==> images/met1.png <==
Cells faint in the background.
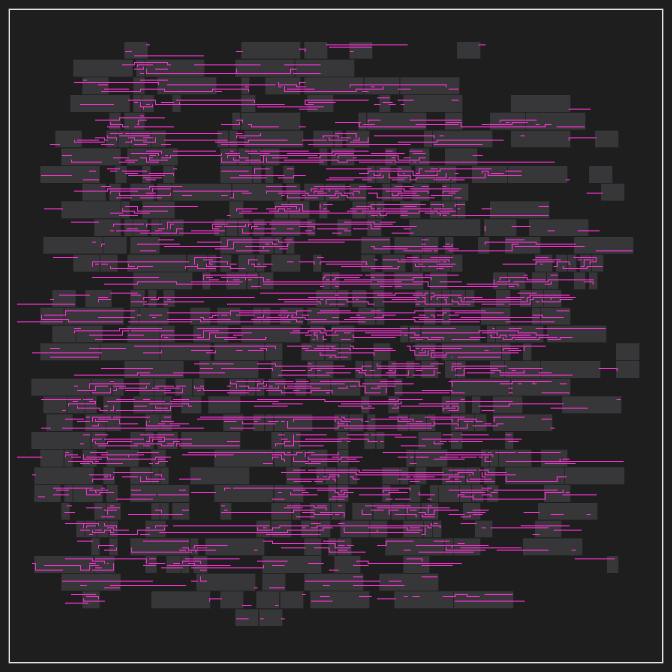
==> images/met2.png <==
Bar = 20 um.
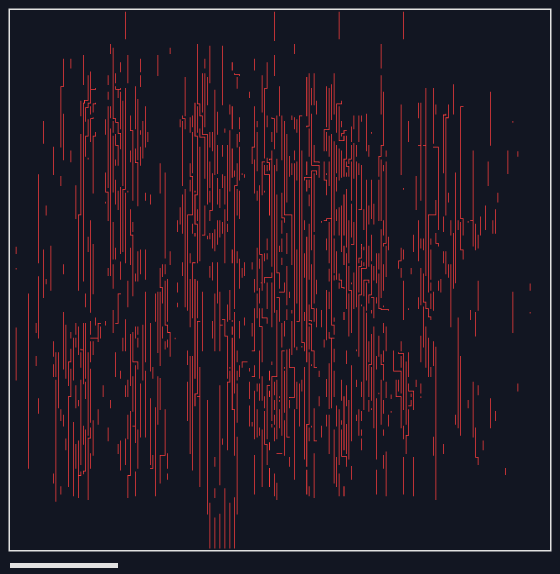
<file path="src/rtl/peng_timer_ctrl.sv">
// Countdown-timer controller: turns the divider's tick square wave into a
// minutes:seconds countdown with set / run / pause / alarm phases.
module peng_timer_ctrl #(
  parameter int unsigned TICK_HZ   = 64,
  parameter int unsigned MAX_MIN   = 99,
  parameter int unsigned ALARM_SEC = 5
) (
  input  logic       clk,
  input  logic       rst_n,
  input  logic       tick_in,
  input  logic       btn_start,
  input  logic       btn_clr,
  input  logic       btn_min,
  input  logic       btn_sec,
  output logic [6:0] min_out,
  output logic [5:0] sec_out,
  output logic       running,
  output logic       paused,
  output logic       alarm,
  output logic       blink
);

  localparam int unsigned FW        = (TICK_HZ > 1) ? $clog2(TICK_HZ) : 1;
  localparam int unsigned ALM_TICKS = ALARM_SEC * TICK_HZ;
  localparam int unsigned AW        = (ALM_TICKS > 1) ? $clog2(ALM_TICKS) : 1;
  localparam logic [FW-1:0] FRAC_TOP = FW'(TICK_HZ - 1);
  localparam logic [AW-1:0] ALM_TOP  = AW'(ALM_TICKS - 1);
  localparam logic [6:0]    MIN_TOP  = 7'(MAX_MIN);
  localparam logic [5:0]    SEC_TOP  = 6'd59;

  typedef enum logic [1:0] {
    S_IDLE  = 2'd0,
    S_RUN   = 2'd1,
    S_PAUSE = 2'd2,
    S_ALARM = 2'd3
  } state_t;

  state_t        state, state_n;
  logic [6:0]    pre_min, pre_min_n, cnt_min, cnt_min_n;
  logic [5:0]    pre_sec, pre_sec_n, cnt_sec, cnt_sec_n;
  logic [FW-1:0] frac, frac_n, frac_sav, frac_sav_n;
  logic [AW-1:0] alm_cnt, alm_cnt_n;
  logic          tick_q;
  logic          tick;
  logic          preset_zero;

  // One-cycle strobe on each rising edge of the same-domain tick wave
  assign tick        = tick_in & ~tick_q;
  assign preset_zero = (pre_min == 7'd0) && (pre_sec == 6'd0);

  always_comb begin
    state_n    = state;
    pre_min_n  = pre_min;
    pre_sec_n  = pre_sec;
    cnt_min_n  = cnt_min;
    cnt_sec_n  = cnt_sec;
    frac_n     = frac;
    frac_sav_n = frac_sav;
    alm_cnt_n  = alm_cnt;

    if (btn_clr) begin
      state_n   = S_IDLE;
      frac_n    = '0;
      alm_cnt_n = '0;
    end else begin
      case (state)
        S_IDLE: begin
          if (btn_start && !preset_zero) begin
            cnt_min_n = pre_min;
            cnt_sec_n = pre_sec;
            frac_n    = FRAC_TOP;
            state_n   = S_RUN;
          end else if (!btn_start) begin
            if (btn_min) pre_min_n = (pre_min >= MIN_TOP) ? 7'd0 : pre_min + 7'd1;
            if (btn_sec) pre_sec_n = (pre_sec >= SEC_TOP) ? 6'd0 : pre_sec + 6'd1;
          end
        end

        S_RUN: begin
          if (btn_start) begin
            frac_sav_n = frac;
            state_n    = S_PAUSE;
          end else if (tick) begin
            if (frac != '0) begin
              frac_n = frac - FW'(1);
            end else begin
              frac_n = FRAC_TOP;
              if (cnt_sec != 6'd0) begin
                cnt_sec_n = cnt_sec - 6'd1;
              end else begin
                cnt_sec_n = SEC_TOP;
                cnt_min_n = cnt_min - 7'd1;
              end
              if (cnt_min == 7'd0 && cnt_sec == 6'd1) begin
                alm_cnt_n = '0;
                state_n   = S_ALARM;
              end
            end
          end
        end

        // frac free-runs as the blink phase; the countdown phase lives in frac_sav
        S_PAUSE: begin
          if (btn_start) begin
            frac_n  = frac_sav;
            state_n = S_RUN;
          end else if (tick) begin
            frac_n = (frac == '0) ? FRAC_TOP : frac - FW'(1);
          end
        end

        S_ALARM: begin
          if (btn_start || btn_min || btn_sec || (tick && alm_cnt == ALM_TOP)) begin
            alm_cnt_n = '0;
            state_n   = S_IDLE;
          end else if (tick) begin
            alm_cnt_n = alm_cnt + AW'(1);
          end
        end

        default: state_n = S_IDLE;
      endcase
    end
  end

  // State, counters and outputs all registered from the next-state values
  always_ff @(posedge clk or negedge rst_n) begin
    if (!rst_n) begin
      state    <= S_IDLE;
      pre_min  <= '0;
      pre_sec  <= '0;
      cnt_min  <= '0;
      cnt_sec  <= '0;
      frac     <= '0;
      frac_sav <= '0;
      alm_cnt  <= '0;
      tick_q   <= 1'b0;
      min_out  <= '0;
      sec_out  <= '0;
      running  <= 1'b0;
      paused   <= 1'b0;
      alarm    <= 1'b0;
      blink    <= 1'b0;
    end else begin
      state    <= state_n;
      pre_min  <= pre_min_n;
      pre_sec  <= pre_sec_n;
      cnt_min  <= cnt_min_n;
      cnt_sec  <= cnt_sec_n;
      frac     <= frac_n;
      frac_sav <= frac_sav_n;
      alm_cnt  <= alm_cnt_n;
      tick_q   <= tick_in;
      min_out  <= (state_n == S_IDLE) ? pre_min_n : cnt_min_n;
      sec_out  <= (state_n == S_IDLE) ? pre_sec_n : cnt_sec_n;
      running  <= (state_n == S_RUN);
      paused   <= (state_n == S_PAUSE);
      alarm    <= (state_n == S_ALARM);
      blink    <= (state_n == S_PAUSE) ? frac_n[FW-1] : 1'b0;
    end
  end

endmodule

</file>
<file path="config.mk">
export PLATFORM = sky130hd
export DESIGN_NAME = peng_timer_ctrl
export DESIGN_NICKNAME = d
export VERILOG_FILES = /design/src/rtl/peng_timer_ctrl.sv
export SDC_FILE = /design/constraint.sdc
export NUM_CORES = 1
export LEC_CHECK = 0
export CORE_MARGIN = 3
export CORE_UTILIZATION = 45
export DETAILED_ROUTE_END_ITERATION = 16
export PLACE_DENSITY = 0.68
export SYNTH_ARGS = -nofsm -noshare
export SYNTH_HDL_FRONTEND = slang
export SYNTH_SLANG_ARGS = --single-unit
</file>
<file path="constraint.sdc">
create_clock -name clk -period 3.3 [get_ports clk]
set_input_delay 0.495 -clock clk [delete_from_list [all_inputs] [get_ports clk]]
set_output_delay 0.495 -clock clk [all_outputs]
set_load 0.1 [all_outputs]
</file>
==> flow_metrics.tcl <==
# implementation run metrics
set metrics [dict create \
    overflow 0 \
    p_int_uw 1736 \
    ys_types 79 \
    nets 466 \
    grt_setup_unrepaired "no" \
    dp_hpwl_um 7319 \
    critPathCaptureType "flop" \
    max_slew_margin_pct 30.90 \
    area_growth_syn_to_layout_pct 13.30 \
    ff_type "dfrtp_1" \
    wire_per_inst_um 18.21 \
    grtUsageTotal_pct 21.20 \
    avgSynthCellArea_um2 9.564 \
    hold_path.class "primary input to asynchronous set/reset pin" \
    status "completed" \
    p_per_area_nw_per_um2 669.8 \
    period_used_pct 81.25 \
    wirelength_um 10130 \
    cts.clk_slew.worst_paths_ps 70 \
    fin_tns_setup_ps 0 \
    antenna_found_initial 0 \
    switching_power_uw 1283 \
    final_area_um2 4508 \
    total_power_uw 3020 \
    edf_count 0 \
    drive_gt1_share_pct 15.74 \
    maxCapViolations 0 \
    hold_buffers 0 \
    synth_area_um2 3979 \
    ys_warn_count 0 \
    fp_util_pct 47.47 \
    leakagePower_uw 0.001948 \
    initialDrtViolationCount 269 \
    finalCriticalPeriod_ps 2681 \
    yosys-top-cells-count "dfrtp_1 (67), nand2_1 (44), nor2_1 (34)" \
    die_area_um2 10010 \
    top_cells_by_area "dfrtp_1 (42%), mux2_2 (4.2%), nand2_1 (4.2%)" \
    clock-sinks 67 \
    num_rows 33 \
    required_ps 3530 \
    port_buffers 23 \
    top_area_cell "dfrtp_1" \
    num_vias 3427 \
    ant_nets 0 \
    grt_pass1_wl_um 16790 \
    yosysMostFrequentCell "dfrtp_1" \
    seqPwrFrac_pct 39.1 \
    ys_cells 416 \
    ir_drop_mv 0.3783 \
    placeableCoreArea_um2 8382 \
    finalHoldViolations 0 \
    cts-buffers-inserted 9 \
    grt_max_degree 47 \
    post_cts_buffers 0 \
    yosysTopAreaCellShare_pct 42.14 \
    crit_type "flop to flop" \
    p_comb_share_pct 39.0 \
    clk_path_buf_depth 2 \
    cts_tree "built" \
    worst_hold_slack_ps 333.4 \
    warnings 31 \
    die_w_um 100.0 \
    place_area_um2 4327 \
    cp_max_fo 8 \
    swShare_pct 42.49 \
    gp_congestion 0.9433 \
    vias_per_cell 6.164 \
    clk_latency_ps 340 \
    die_h_um 100.0 \
    drt_first_pass_iters 5 \
    tightest_slew_ps 1037 \
    ios 24 \
    ctsResizeCount 0 \
    cp.arrival_ps 2910 \
    cts_root_buf "clkbuf_8" \
    diodes 0 \
    finalSetupViolCount 0 \
    power_frac_clock_pct 21.9 \
    async_reset_ff_share_pct 100.0 \
    drc 0 \
    maxSlewViolCount 0 \
]
Back to the opening pictures, met1.png:
- wire length on this layer: 4790 um
- share of all routed wire: 47%

Back to the opening pictures, met2.png:
- longest straight run: 38.1 um
- main direction: vertical
- nets with wire on the layer: 396
- wire length on this layer: 4560 um
- share of all routed wire: 45%

## cells by family (layout without fill, tap and decap cells)
logic type | after synthesis | count (layout) | synth area share, %
multiplexers | 21 | 21 | 6.509
XOR/XNOR | 3 | 3 | 0.6605
AND/OR/NAND/NOR | 159 | 159 | 21.57
buffers and inverters | 34 | 69 | 4.465
adder cells (fa/ha/maj) | 11 | 11 | 3.459
AND-OR/OR-AND | 121 | 121 | 21.20
flip-flops | 67 | 67 | 42.14
## placed cells by master, fill, tap and decap left out, types with 7 or more instances in the layout
cell type         n
nand2_1          44
nand4_1           7
nor2_1           34
clkbuf_8         10
clkdlybuf4s50_1  22
nor3_1           11
ha_1             11
a31oi_1          14
o21ai_0          31
nand3_1          13
buf_4            13
mux2_2           15
a21oi_1          21
inv_1            19
dfrtp_1          67
o31ai_1           8
## power by group through the flow
stage | Sequential [uW] | Clock (uW) | Combinational, uW
after floorplan | 1480 | 0 | 562
after global placement | 1190 | 0 | 1160
after CTS | 1180 | 680 | 1180
after detailed placement | 1190 | 0 | 1170
final | 1180 | 662 | 1180
after global routing | 1210 | 707 | 1270
## metrics by stage
step / setup WS (ps) / std cells / utilization (%)
6_report: 618.9 / 556 / 53.78
5_1_grt: 450.6 / 556 / 53.78
4_1_cts: 657.6 / 556 / 53.78
3_5_place_dp: 378.9 / 542 / 51.62
3_3_place_gp: 484.2 / 542 / 51.62
2_1_floorplan: 1023 / 416 / -
## path summary, 6_finish.rpt
check                                  startpoint                       to  slack [ps]  depth (start not counted)
max in group asynchronous                   rst_n     min_out[4]$_DFF_PN0_        2200                          2
setup reg to reg              frac[0]$_DFFE_PN0P_     min_out[5]$_DFF_PN0_         620                          8
hold / removal                              rst_n  frac_sav[3]$_DFFE_PN0P_         330                          1
min in group clk           alm_cnt[4]$_DFFE_PN0P_   alm_cnt[4]$_DFFE_PN0P_         490                          1
hold reg to reg            alm_cnt[4]$_DFFE_PN0P_   alm_cnt[4]$_DFFE_PN0P_         490                          1
setup / recovery              frac[0]$_DFFE_PN0P_     min_out[5]$_DFF_PN0_         620                          8
## routing by layer
metal / GRT usage (%) / vias to the layer above / share of wire (%)
met2: 32.27 / 107 / 45
met4: 6.528 / 0 / 1.6
met1: 30.51 / 1695 / 47
met3: 4.309 / 14 / 6.1
met5: 0 / - / 0
li1: - / 1611 / -
## cell type report
type                    count  area (um^2)
clock buffers              11        141.4
clock inverters             3        40.04
well taps                 105        131.4
inverters                  19        71.32
flip-flops and latches     67         1677
fillers                   789         3874
repair buffers             36        322.8
multi-input cells         315         2125
## worst max-delay path: stages, from the launching register on
cell	delay, ps
dfrtp_1	440
inv_1	90
ha_1	230
nor3b_2	370
and3_1	460
nand4b_1	200
o211a_1	240
a211o_1	280
mux2_4	260
## state kept, by name (all words and copies together), names as in the netlist
name	flops
state	2
cnt_sec	6
tick_q	1
paused	1
pre_min	7
alarm	1
frac	6
alm_cnt	9
min_out	7
pre_sec	6
sec_out	6
frac_sav	6
cnt_min	7
running	1
blink	1
Power figures rest on the tool's default switching activity, not on a simulated workload.
